Fig. 1: gate families picked out
Scale: 4 px per um.
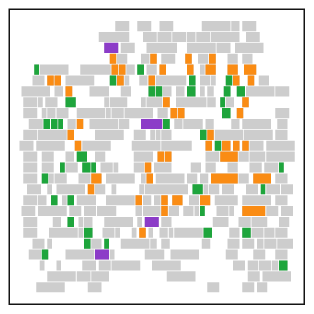
Fig. 2: clock nets
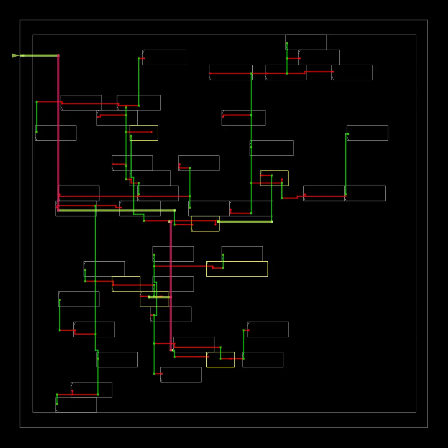
Fig. 3: metal layers overlaid
Scale: 4 px per um.
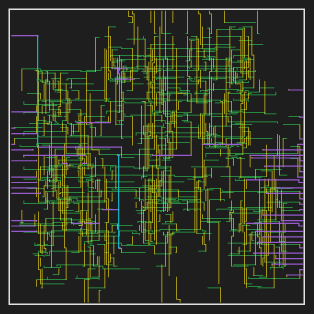
Fig. 4: clock wires, drivers and flops
Scale: 6 px per um.
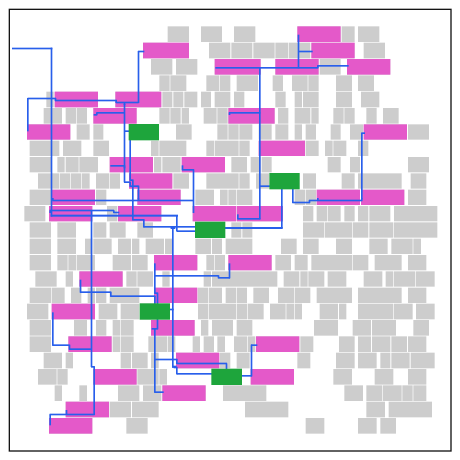
==> config.mk <==
export PLATFORM = sky130hd
export DESIGN_NAME = hazard_flush_controller
export DESIGN_NICKNAME = d
export VERILOG_FILES = /design/src/rtl/hazard_flush_controller.sv
export SDC_FILE = /design/constraint.sdc
export NUM_CORES = 1
export LEC_CHECK = 0
export CAP_MARGIN = 20
export CORE_MARGIN = 2
export CORE_UTILIZATION = 42
export CTS_CLUSTER_DIAMETER = 60
export DETAILED_ROUTE_END_ITERATION = 10
export PLACE_DENSITY = 0.75
export SLEW_MARGIN = 20
export SYNTH_ARGS = -nofsm -noshare
export SYNTH_HDL_FRONTEND = slang
export SYNTH_SLANG_ARGS = --single-unit
export TNS_END_PERCENT = 30
==> constraint.sdc <==
create_clock -name clk -period 2.05 [get_ports clk]
set_input_delay 0.41 -clock clk [delete_from_list [all_inputs] [get_ports clk]]
set_output_delay 0.41 -clock clk [all_outputs]
set_load 0.05 [all_outputs]
==> results.ini <==
[power]
power_density_nw_per_um2=572.9
power.leakage_uw=0.001148
switching_share_pct=24.83

[synth]
ys_ff=38
common_cells=dfxtp_1, nor2_1, a21oi_1
edf_count=0
netlist_area_um2=2022
synth_top_cell_by_count=dfxtp_1
synth.distinct_cells=43
ys_warn_count=0
synth_top_cell_by_area=dfxtp_1
xor_share_pct=9.530
seq_area_frac_synth_pct=37.62
ys_sh_simple_pct=28.90

[final_timing]
final-setup-viol-count=2
fin_hold_ws_ns=0.4975
setup_tns_ns=-0.006511
finalMaxSlewViolations=0
worst_slack_ns=-0.003379

[setup_path]
path_class=input port to output pin
cp_slowest_cell=or4_4
critPathArrivalTime_ns=1.64
path_cells=buf_6, or4_4, o21ai_4, nor3_4, a21boi_4, buf_12
rr_worst_depth=7

[clock_network]
cts_setup_buffers=3
ctsRootBufferMaster=clkbuf_8
cts_tree=yes
numCtsBuffers=5

[finish]
dominant_cells=combinational gates
final_util_pct=63.63
n_all_buffers=83
comb.multi_input.count=186
fill_cells=435

[global_route]
grtUsageMet2_pct=32.73
top_usage_layer=met2
grt_pass1_wl_mm=8.114

[floorplanning]
dieArea_um2=5385
die_h_um=73.39
dieWidth_um=73.39
ios=60
taps=54

[routing]
viasPerCell=5.444
dr_wl_met3_um=344
vias=2036
drt-initial-drc-count=77

[place]
hpwl_mm=3.546
placed_area_um2=2850
dp_cells=364

[worst_hold_path]
holdPathStages=2

[run_status]
violations=negative setup slack
status=complete, but fails checks

-- Fig. 1 (at the start) --
| colour | family | cells |
|---|---|---|
| purple | multiplexers | 4 |
| green | NAND gates | 38 |
| orange | inverting AOI/OAI gates | 47 |
Comb/total area: 40.03%
most numerous logic cell after layout: clkdlybuf4s50_1
final non-filler cell total: 374

-- Fig. 2 (at the start) --
Setup Skew: 0.007475 ns
flop count: 38
clk sink count: 38

-- Fig. 3 (at the start) --
| colour | layer | wire length |
|---|---|---|
| yellow | metal 2 | 2390 um |
| purple | metal 3 | 345 um |
| cyan | metal 4 | 51.0 um |
| green | metal 1 | 2160 um |
GRT Overall Usage: 19.05%
Avg WL per Cell: 13.21 um
Routed WL: 4.941 mm

-- Fig. 4 (at the start) --
[green] clock drivers | count: 5
[magenta] flip-flops | count: 38
[blue] clock wires | length: 498 um
routed clock nets: 6
Clock Power: 644 uW
Clock power frac: 37.6%
Insertion Delay late pin: 0.29 ns

Power and IR drop assume default switching activity.
